--- src/rtl/riscv_perf_counters.sv ---
// Performance-counter unit: per-event counters plus a cycle counter, with snapshot bank,
// sticky overflow, wrap/saturate mode and a timed measurement window.
module riscv_perf_counters #(
  parameter int unsigned NUM_EVT  = 12,
  parameter int unsigned CNT_W    = 32,
  parameter int unsigned SAT_MODE = 0,
  parameter int unsigned WIN_W    = 16,
  localparam int unsigned SEL_W   = $clog2(NUM_EVT + 1)
) (
  input  logic               clk,
  input  logic               rst_n,
  input  logic [NUM_EVT-1:0] evt,
  input  logic               en,
  input  logic               clr,
  input  logic               snap,
  input  logic               start,
  input  logic [WIN_W-1:0]   win_len,
  input  logic               rd_req,
  input  logic [SEL_W-1:0]   rd_sel,
  output logic [CNT_W-1:0]   rd_data,
  output logic               rd_valid,
  output logic               rd_err,
  output logic [NUM_EVT:0]   ovf,
  output logic               busy,
  output logic               done
);

  localparam int unsigned NCNT = NUM_EVT + 1;

  typedef enum logic [1:0] {IDLE, RUN, DONE} state_t;

  state_t             state_q, state_d;
  logic [CNT_W-1:0]   cnt_q    [NCNT];
  logic [CNT_W-1:0]   cnt_d    [NCNT];
  logic [CNT_W-1:0]   shadow_q [NCNT];
  logic [CNT_W-1:0]   shadow_d [NCNT];
  logic [NUM_EVT:0]   ovf_d;
  logic [WIN_W-1:0]   wcnt_q, wcnt_d;
  logic [NCNT-1:0]    hit;
  logic               start_acc;
  logic               expire;
  logic               cnt_active;
  logic [CNT_W-1:0]   rd_data_d;
  logic               rd_err_d;

  // The cycle counter sits on the top channel and is hit every active cycle.
  assign hit       = {1'b1, evt};
  assign start_acc = start && (win_len != '0);
  assign expire    = (state_q == RUN) && (wcnt_q == WIN_W'(1)) && !clr && !start_acc;

  // State register
  always_ff @(posedge clk or negedge rst_n) begin
    if (!rst_n) state_q <= IDLE;
    else        state_q <= state_d;
  end

  // Next-state logic
  always_comb begin
    state_d = state_q;
    if (clr)            state_d = IDLE;
    else if (start_acc) state_d = RUN;
    else if (expire)    state_d = DONE;
  end

  // Counter, shadow, window and read-port next values
  always_comb begin
    cnt_active = !clr && !start_acc && (((state_q == IDLE) && en) || (state_q == RUN));
    ovf_d      = ovf;
    wcnt_d     = wcnt_q;
    rd_data_d  = rd_data;
    rd_err_d   = 1'b0;
    for (int i = 0; i < NCNT; i++) begin
      cnt_d[i]    = cnt_q[i];
      shadow_d[i] = shadow_q[i];
      if (clr || start_acc) begin
        cnt_d[i] = '0;
        ovf_d[i] = 1'b0;
      end else if (cnt_active && hit[i]) begin
        if (&cnt_q[i]) begin
          ovf_d[i] = 1'b1;
          cnt_d[i] = (SAT_MODE != 0) ? cnt_q[i] : '0;
        end else begin
          cnt_d[i] = cnt_q[i] + CNT_W'(1);
        end
      end
      // Window expiry captures the final counted values, including the last cycle.
      if (expire)    shadow_d[i] = cnt_d[i];
      else if (snap) shadow_d[i] = cnt_q[i];
    end
    if (clr)                  wcnt_d = '0;
    else if (start_acc)       wcnt_d = win_len;
    else if (state_q == RUN)  wcnt_d = wcnt_q - WIN_W'(1);
    if (rd_req) begin
      if (32'(rd_sel) > NUM_EVT) begin
        rd_data_d = '0;
        rd_err_d  = 1'b1;
      end else begin
        rd_data_d = shadow_d[rd_sel];
      end
    end
  end

  // Datapath and output registers
  always_ff @(posedge clk or negedge rst_n) begin
    if (!rst_n) begin
      for (int i = 0; i < NCNT; i++) begin
        cnt_q[i]    <= '0;
        shadow_q[i] <= '0;
      end
      ovf      <= '0;
      wcnt_q   <= '0;
      rd_data  <= '0;
      rd_valid <= 1'b0;
      rd_err   <= 1'b0;
      busy     <= 1'b0;
      done     <= 1'b0;
    end else begin
      for (int i = 0; i < NCNT; i++) begin
        cnt_q[i]    <= cnt_d[i];
        shadow_q[i] <= shadow_d[i];
      end
      ovf      <= ovf_d;
      wcnt_q   <= wcnt_d;
      rd_data  <= rd_data_d;
      rd_valid <= rd_req;
      rd_err   <= rd_err_d;
      busy     <= (state_d == RUN);
      done     <= expire;
    end
  end

endmodule

--- config.mk ---
export PLATFORM = sky130hd
export DESIGN_NAME = riscv_perf_counters
export DESIGN_NICKNAME = d
export VERILOG_FILES = /design/src/rtl/riscv_perf_counters.sv
export SDC_FILE = /design/constraint.sdc
export NUM_CORES = 2
export LEC_CHECK = 0
export CORE_UTILIZATION = 40
export CTS_CLUSTER_SIZE = 10
export DETAILED_ROUTE_END_ITERATION = 16
export SETUP_SLACK_MARGIN = 0.05
export SLEW_MARGIN = 5
export SYNTH_ARGS = -nofsm -noshare
export SYNTH_HDL_FRONTEND = slang
export SYNTH_SLANG_ARGS = --single-unit
--- constraint.sdc ---
create_clock -name clk -period 3.53 [get_ports clk]
set_input_delay 0.8825 -clock clk [delete_from_list [all_inputs] [get_ports clk]]
set_output_delay 0.8825 -clock clk [all_outputs]
set_load 0.01 [all_outputs]
### Track usage over the die

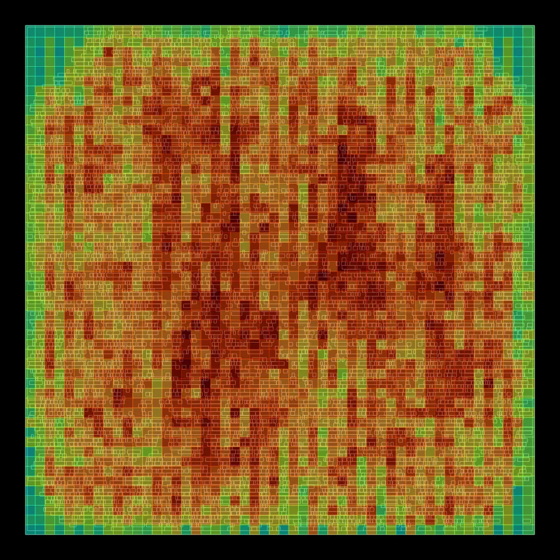
most used routing layer: met2
wire per inst: 30.6 um
gr usage total: 0.425
met3 usage: 0.102
Util after Layout: 0.595

### Pin map

(1 px per um) Pins as bars across the die edge, other pins in gray.
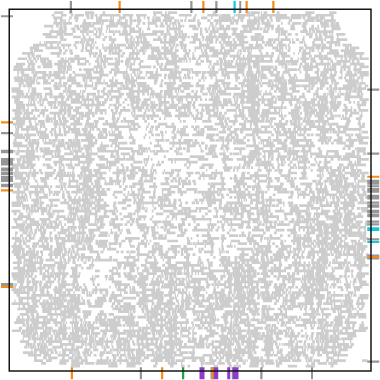
[purple] win_len | pins: 16 | direction: input | edge: south
[cyan] rd_sel | pins: 4 | direction: input | edge: 3 east, 1 north
[orange] evt | pins: 12 | direction: input | edge: 4 north, 3 south, 3 west, 2 east
[green] done | pins: 1 | direction: output | edge: south
IO buf count: 87
Die Y: 360 um
Horiz. Die Dim: 360 um

### Zoomed window

Region (168, 96) to (193, 121) um. Cells in gray, sequential cells in the stronger gray; small squares are vias.
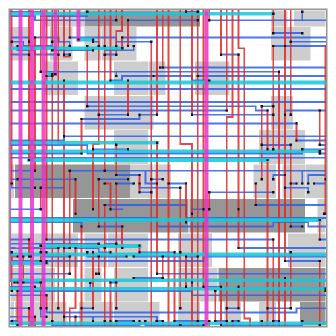
[magenta] metal 4
[cyan] metal 3
[red] metal 2
[blue] metal 1
cells with their middle in the window: 40
netlist names of flops here include: shadow_q (3), cnt_q (1)
most frequent: buf_4 (8), o21ai_0 (5)
sequential cells in the window: 4

==> out/qor.txt <==
crit path time final: 4.30 ns
Clk pwr share: 0.451
Largest regs: cnt_q: 416 flops, shadow_q: 416 flops, rd_data: 32 flops
drt drc: 0
largest area contributor in the netlist: dfrtp_1
Worst R2R Path Depth: 15
Basic Gates by Area: 0.237
Flops after synth: 899
max-slew violation count: 0
core box area: 0.127 mm2
floorplan core density: 0.403
GR Util met1: 0.580
P_comb: 0.00314 W
Layout Cells excl Fill: 9,265
Critical Path Sink: rd_data[30]
CP max FO: 2
Max VDD drop: 0.405 mV
Critical Path Source Type: flip-flop
Net Sw Frac: 0.276
first-pass detailed-route iteration total: 6
number of global-route vias before repair: 54,709
die area: 0.130 mm2
Cell Pwr Density: 329 mW/mm2
critical path capture point type: flip-flop
Rel. slew slack: 0.0706
Routed WL: 283,000 um
Pint: 0.0180 W
remaining antenna violation count: 0
final setup margin: -0.770 ns
placed cell area: 0.0677 mm2
Hold-fix buffers, CTS: 0
dpl cells: 8,888
CP required: 4.13 ns
Biggest consumer: clock
most instantiated logic cells after routing: buf_4 (1,715), dfrtp_1 (898), nor2_1 (596)
Tool Warnings: 30
initial DRC count: 6,788
met2 Usage GRT: 0.617
Unique cell types: 102
Synth Seq Share: 0.438
final instance area: 0.0758 mm2
Clock Skews: 0.0326 ns
outcome: finished, violations left
RSZ-0062 raised after global routing: true
Layout Nets: 7,585
Area contributors post-synth: dfrtp_1 (44%), nor2_1 (4.6%), nand2_1 (4.3%)
root buffer cell: clkbuf_16
Sequential Power Share: 0.423
R2R setup slack: -0.77 ns
Syn Inst Count: 5,733
failing checks: setup timing
FFs w/ async S/R, synth: 1.00
CTS tree: done
P_sw: 0.00688 W
fa+ha+maj area frac: 0.00366
EDFF count, synth: 0
Post-CTS Setup Bufs: 96
synthesized area: 0.0513 mm2
top sig layer: met5
hold crit path type: in -> async
Logic pwr share: 0.126
CTS Buf Count: 110
Crit Path Category: reg -> reg
post-synthesis mux area share: 0.0416
clock-net power: 0.0112 W
standard-cell rows: 131
clk latency late pin: 0.76 ns
syn_nets: 5,787
Tcrit/Tclk final: 1.22
DR vias/cell: 6.20
Critical path origin: wcnt_q[1]
Worst EP arrival: 4.90 ns
Clock transition at path regs: 0.06 ns
Max Freq: 233 MHz
HPWL after DPL: 216,000 um
clk buf depth: 3
# IOs: 88
Leakage: 34.1 nW
Critical R2R Capture: rd_data[30]
worst slew pin tran: 1.39 ns
layout overhead on the synthesized area: 47.7%
Finish-stage setup viols: 34
==> per-stage QoR <==
stage          hold slack [ns]  total power [W]  utilization  setup slack [ns]
4_1_cts                  0.103           0.0248        0.576            -0.814
2_1_floorplan            0.432           0.0115            -            -0.252
3_5_place_dp             0.455           0.0135        0.532             -2.46
6_report                 0.124           0.0249        0.595            -0.770
5_1_grt                  0.108           0.0254        0.595            -0.749
3_3_place_gp             0.445           0.0135        0.532             -2.44
==> cell type report <==
| cell class | count | area [um2] |
|---|---|---|
| Inverter | 116 | 448 |
| Clock inverter | 15 | 169 |
| Timing Repair Buffer | 2044 | 17800 |
| Antenna cell | 2 | 5.00 |
| Clock buffer | 167 | 3240 |
| Tap cell | 1662 | 2080 |
| Fill cell | 11173 | 51500 |
| Sequential cell | 899 | 22500 |
| Multi-Input combinational cell | 4360 | 29600 |
==> cell usage after synthesis (71+ instances only) <==
| cell | instances |
|---|---|
| nand2_1 | 583 |
| xor2_1 | 104 |
| a211oi_1 | 83 |
| o21ai_0 | 288 |
| dfrtp_1 | 899 |
| nor3_1 | 158 |
| nand3_1 | 239 |
| nand4_1 | 169 |
| and3_1 | 101 |
| clkbuf_1 | 240 |
| inv_1 | 112 |
| nor4_1 | 108 |
| xnor2_1 | 190 |
| and2_1 | 71 |
| mux2i_1 | 156 |
| nor2_1 | 625 |
| a21oi_1 | 263 |
| or3_1 | 79 |
==> critical path, stage by stage (launching register included) <==
cell      delay, ns
dfrtp_1        0.38
inv_2          0.06
ha_1           0.13
or4bb_4        0.46
or4_4          0.43
buf_6          0.15
o31ai_4        0.20
buf_6          0.16
buf_12         0.13
o21ai_4        0.07
buf_4          0.13
a221o_1        0.34
a22oi_2        0.26
nand4_1        0.55
a211oi_4       0.60
nor4_2         0.09
Power is estimated from default activity; no workload was simulated.
